Design abcd_stepper, sky130hd; sources not shown.
Figure 1. Placement by cell class (run 1).
Bar = 20 µm. Fill, decap, tap and diode cells in grey.
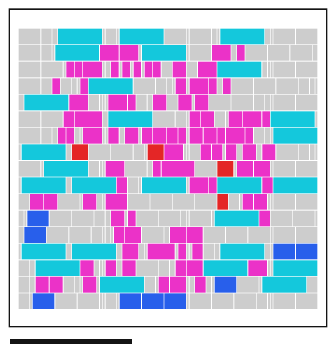
Key: magenta = remaining logic cells [cells 91, share of their area 46%]; blue = remaining buffers and delay cells [cells 9, share of their area 7.4%]; cyan = registers [cells 27, share of their area 44%]; red = clock drivers and dummy loads [cells 4, share of their area 2.3%]
Core ar.: 2280 µm²
post-layout util: 0.551
row count: 17
fraction of area in registers: 0.431

Figure 2. Cell sizes after repair (run 1).
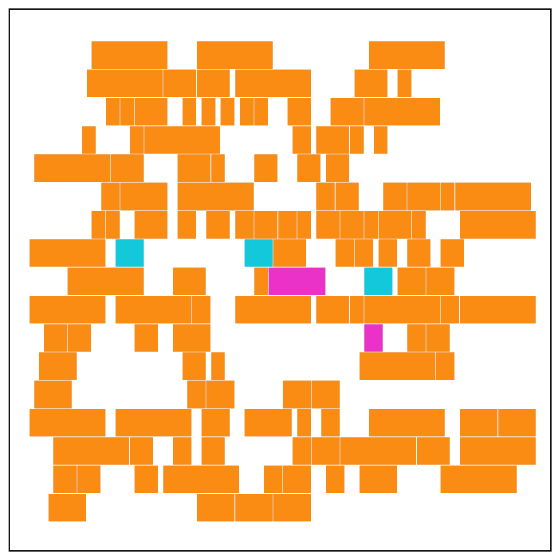
Key: magenta = x2 [cells 2, share 1.5%]; orange = x1 and smaller [cells 126, share 96%, most used dfxtp_1]; cyan = x3 and x4 [cells 3, share 2.3%, most used clkbuf_4]
final instance area: 1250 µm²
Layout area overhead: 11.7%

Figure 3. Met2 routing (run 1).
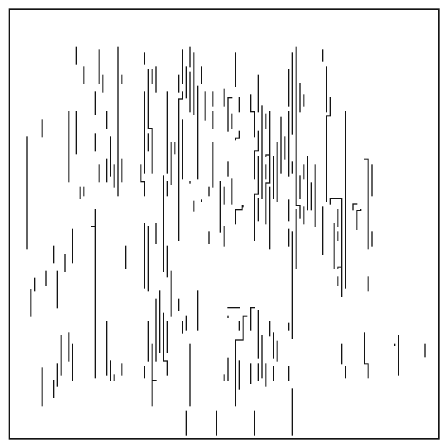
111 nets have wire on it. The longest straight run is 21.4 µm. The layer carries 786 µm of wire. The layer holds 43% of the routed length. The wires run mostly vertical.
total wire length: 1840 µm
GR Layer Usage met2: 0.252

Figure 4. Clock wiring as the flow saved it (run 1).
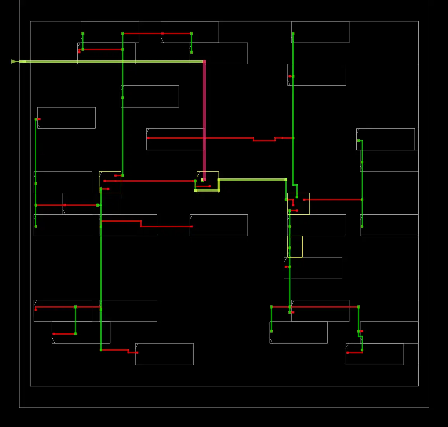
Clock Skew: 1.66 ps
Latency at later pin: 320 ps

==> results_dict.tcl, run 1 <==
# metrics dict for downstream scripts
set metrics [dict create \
    pre_cts_ws_ps 2230 \
    post-route-period-util 0.480 \
    path_class "reg -> reg" \
    track_usage 0.169 \
    cts_num_sinks 27 \
    max_freq_ghz 0.484 \
    via_per_inst 5.45 \
    peakVddDrop_mv 0.306 \
    grt_max_degree 17 \
    rrSetupSlack_ps 2240 \
    lay_top_cells "27 x dfxtp_1, 16 x nor2_1, 9 x nand3_1, 9 x clkdlybuf4s50_1, 8 x xnor2_1" \
    cts_setup_buffers 0 \
    drc 0 \
    drv_slew 0 \
    status "complete, no violations" \
    die_h_um 51.9 \
    yosysSeqAreaShare 0.482 \
    ioPinCount 10 \
    grt_overflow 0 \
    fp_nets 128 \
    largest_reg_flops 16 \
    dp_cells 155 \
    antenna_cells 0 \
    clk_pin_slew_ps 140 \
    lay_top_count "dfxtp_1" \
    holdPathStages 1 \
    die_w_um 51.9 \
    syn_avg_cell_area_um2 9.20 \
    antenna_found_initial 0 \
    p_per_area_nw_per_um2 293 \
    io_buffers 9 \
    chip_area_um2 2700 \
    worst_pin_slew_ps 572 \
    grt_pass1_wl_um 3380 \
    nets 138 \
    setup_viol 0 \
    drtAntennaViolNets 0 \
    grt_pass1_vias 764 \
    hold_violations 0 \
    drv_cap 0 \
    worst_slack_ps 2240 \
    drt_first_pass_iters 4 \
    hold_class "reg -> reg" \
    synthCells 122 \
    dp.final_hpwl_um 1340 \
    warnings 26 \
    cp.required_ps 4500 \
    yosys_area_um2 1120 \
    startpoint_type "flip-flop" \
    rsz0062_at_grt "false" \
    cts_root_buf "clkbuf_4" \
    period_needed_ps 2060 \
    r2r_cells 5 \
    floorplan.core_util 0.493 \
    ys_types 27 \
    gp_congestion 0.761 \
]
## run 1: synthesized netlist by cell type
cell type | count | area (µm²)
a21oi_1 | 5 | 25.0
and2_1 | 4 | 25.0
and3_1 | 2 | 12.5
and4_1 | 2 | 17.5
buf_2 | 2 | 10.0
buf_4 | 1 | 7.51
clkbuf_1 | 1 | 3.75
dfxtp_1 | 27 | 541
ha_1 | 2 | 25.0
inv_1 | 4 | 15.0
mux2i_1 | 1 | 10.0
nand2_1 | 3 | 11.3
nand2b_1 | 2 | 12.5
nand3_1 | 9 | 45.0
nand4_1 | 6 | 37.5
nor2_1 | 16 | 60.1
nor2b_1 | 2 | 12.5
nor3_1 | 3 | 15.0
nor4_1 | 4 | 25.0
nor4b_2 | 1 | 15.0
o211ai_1 | 1 | 7.51
o21ai_0 | 2 | 10.0
o31ai_1 | 4 | 30.0
or3_1 | 2 | 12.5
or4_1 | 3 | 22.5
xnor2_1 | 8 | 70.1
xor2_1 | 5 | 43.8
## run 1: cells by family (layout without fill, tap and decap cells)
group,count (synthesis),in the layout,share of synthesized area
flops,27,27,0.482
simple gates,59,59,0.289
compound gates,12,12,0.0647
fa+ha+maj,2,2,0.0223
mux,1,1,0.00892
buf+inv,8,17,0.0323
xor+xnor,13,13,0.101
## run 1: layer usage
metal,track usage,wire (µm)
met3,0.0614,73
met2,0.252,785
met4,0.0405,14
met5,0,0
met1,0.230,967
## run 1: worst max-delay path, stage by stage (launching register included)
cell and delay, ps:
dfxtp_1 390, ha_1 250, nor4b_2 220, nand4_1 370, nand3_1 610, nor2_1 100
## run 1: power breakdown
part / leakage (nW) / internal (mW) / switching, mW / total (mW)
Clock: 0.0177 / 0.0348 / 0.0711 / 0.106
Combinational: 0.168 / 0.00431 / 0.00433 / 0.00864
Sequential: 0.218 / 0.252 / 0.000882 / 0.253
## run 1: metrics by stage
stage	utilization	cell area, µm²	power, mW	hold WS (ps)
2_1_floorplan	-	1120	0.263	412
3_3_place_gp	0.539	1230	0.267	417
3_5_place_dp	0.539	1230	0.267	429
4_1_cts	0.551	1250	0.373	463
5_1_grt	0.551	1250	0.389	496
6_report	0.551	1250	0.368	455
## run 1: cell type report
class                      instances  area, µm²
fill                             202       1020
multi-input combinational         87        546
sequential                        27        541
timing repair buffer               9       90.1
tap                               28       35.0
clock buffer                       3       22.5
inverter                           4       15.0
clock inverter                     1       5.00
==> run 2, diff against run 1 <==
==> constraint.sdc (replaced) <==
create_clock -name clk -period 1.8 [get_ports clk]
set_input_delay 0.18 -clock clk [delete_from_list [all_inputs] [get_ports clk]]
set_output_delay 0.18 -clock clk [all_outputs]
set_load 0.01 [all_outputs]
Figure 5. Cell sizes after repair (run 2).
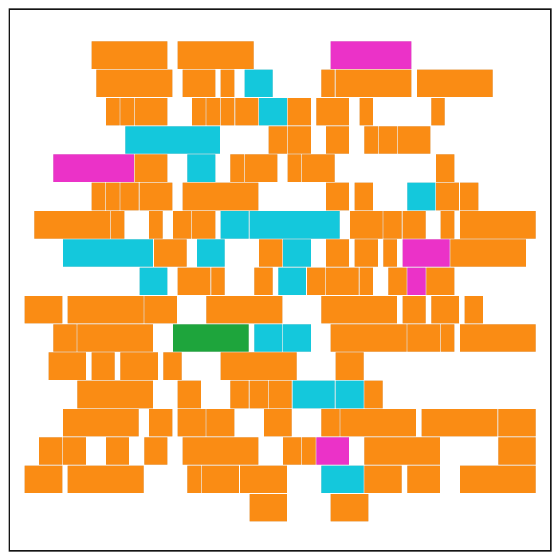
Key: orange = x1 and smaller [cells 118, share 84%, most used dfxtp_1]; green = x6 and larger [cells 1, share 0.71%, most used buf_12]; cyan = x3 and x4 [cells 17, share 12%, most used buf_4]; magenta = x2 [cells 5, share 3.5%, most used dfxtp_2]
Layout area overhead: 23.5%
final instance area: 1390 µm²
Buffers, non-clock: 19
Setup WS post-layout: 118 ps

Figure 6. Placement by cell class (run 2).
Bar = 20 µm. Fill, decap, tap and diode cells in grey.
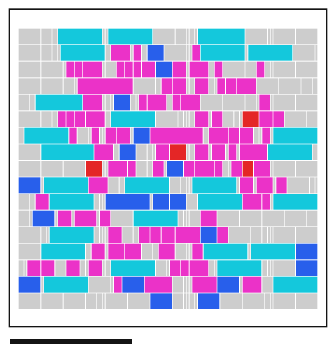
Key: cyan = registers [cells 27, share of their area 40%]; blue = remaining buffers and delay cells [cells 19, share of their area 13%]; red = clock drivers and dummy loads [cells 4, share of their area 2.0%]; magenta = remaining logic cells [cells 91, share of their area 44%]
fraction of area in registers: 0.394
post-layout util: 0.609

==> run 2 against run 1 <==
Against the previous run: critical path depth is the same; routed wire length grew 9.5%; highest routed layer unchanged; clock skew grew 2.2 ps; critical path type unchanged; largest cell class unchanged.
==> results_dict.tcl, run 2 <==
# metrics dict for downstream scripts
set metrics [dict create \
    ioPinCount 10 \
    p_per_area_nw_per_um2 636 \
    path_class "reg -> reg" \
    ys_types 27 \
    clock-skew-final_ps 3.90 \
    io_buffers 9 \
    ys_top_cells_by_count "27 x dfxtp_1, 16 x nor2_1, 9 x nand3_1" \
    die_h_um 51.9 \
    drtAntennaViolNets 0 \
    grt_overflow 0 \
    gp_congestion 0.800 \
    die_w_um 51.9 \
    max_freq_ghz 0.595 \
    fill_cells 195 \
    async_flop_share 0 \
    grt_pass1_vias 840 \
    edf_count 0 \
    synth_dominant_cell_count "dfxtp_1" \
    yosysSeqAreaShare 0.482 \
    drc 0 \
    via_per_inst 5.46 \
    fp_nets 128 \
    synthCells 122 \
    ys.flop_type "dfxtp_1" \
    lay_top_cells "24 x dfxtp_1, 16 x nor2_1, 9 x nand3_1, 9 x clkdlybuf4s50_1, 9 x buf_4" \
    routed_wl_um 2010 \
    hold_class "in -> reg" \
    setup_viol 0 \
    cp.required_ps 2070 \
    clk_latency_ps 320 \
    rrSetupSlack_ps 120 \
    dp.final_hpwl_um 1430 \
    cp_cell_sequence "ha_4 > nor4b_4 > nand4_1 > or4_4 > a21oi_2" \
    largest_reg_flops 16 \
    coreArea_um2 2280 \
    r2r_cells 5 \
    cts_num_sinks 27 \
    final-seq-area_um2 547 \
    grt_pass1_wl_um 3480 \
    grt_max_degree 17 \
    chip_area_um2 2700 \
    drt_first_pass_iters 4 \
    drv_slew 0 \
    status "complete, no violations" \
    drv_cap 0 \
    track_usage 0.176 \
    antenna_found_initial 0 \
    peakVddDrop_mv 0.456 \
    holdPathStages 2 \
]
Figure 7. Clock wiring as the flow saved it (run 2).
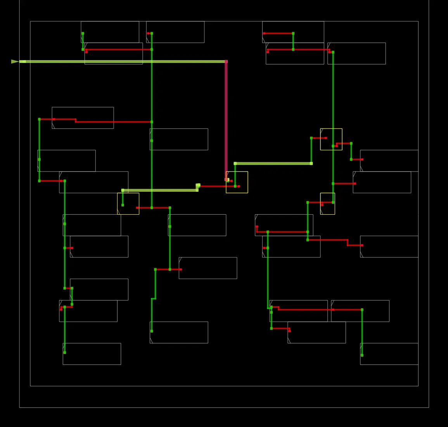
clkbuf count: 3
CTS Buf Count: 3

## run 2: cell counts after synthesis
No cell type changed its count.
## run 2: timing repair
item / 4_1_cts / 5_1_grt
setup endpoints to repair: 1 / 5
gates cloned: 0 / 0
hold endpoints to repair: 0 / 0
gates resized: 0 / 11
buffers inserted: 2 / 0
pin swaps: 0 / 4
## run 2: report_power, final
group          internal, mW  total [mW]  switching [mW]
Clock                0.0833       0.254           0.171
Sequential            0.601       0.604         0.00260
Combinational        0.0127      0.0240          0.0112
Total                 0.698       0.882           0.185
## run 2: routing by layer
metal / part of all wire / track usage / routed length, µm / up-vias
li1: - / - / - / 469
met1: 0.50 / 0.220 / 1020 / 436
met2: 0.45 / 0.276 / 904 / 16
met3: 0.038 / 0.0673 / 77 / 2
met4: 0.0070 / 0.0541 / 14 / 0
met5: 0 / 0 / 0 / -
## run 2: cell families after synthesis
group	count (synthesis)	synth area share
adder cells (fa/ha/maj)	2	0.0223
multiplexers	1	0.00892
AND-OR/OR-AND	12	0.0647
XOR/XNOR	13	0.101
flip-flops	27	0.482
AND/OR/NAND/NOR	59	0.289
buffers and inverters	8	0.0323
## run 2: layout make-up
class,count,area share
multi-input cells,87,0.421
inverters,4,0.0108
well taps,28,0.0253
clock inverters,1,0.00361
repair buffers,19,0.128
clock buffers,3,0.0162
flip-flops and latches,27,0.394
## run 2: metrics by stage
stage | std cells | utilization | power, mW | worst slack [ps] | hold WS [ps]
after floorplan | 122 | - | 0.629 | 124 | 302
after detailed placement | 163 | 0.571 | 0.641 | 26.9 | 422
final | 169 | 0.609 | 0.882 | 118 | 421
after CTS | 169 | 0.589 | 0.897 | 43.7 | 409
after global routing | 169 | 0.609 | 0.921 | 10.9 | 420
after global placement | 163 | 0.571 | 0.641 | 103 | 417
Power is estimated from default activity; no workload was simulated.
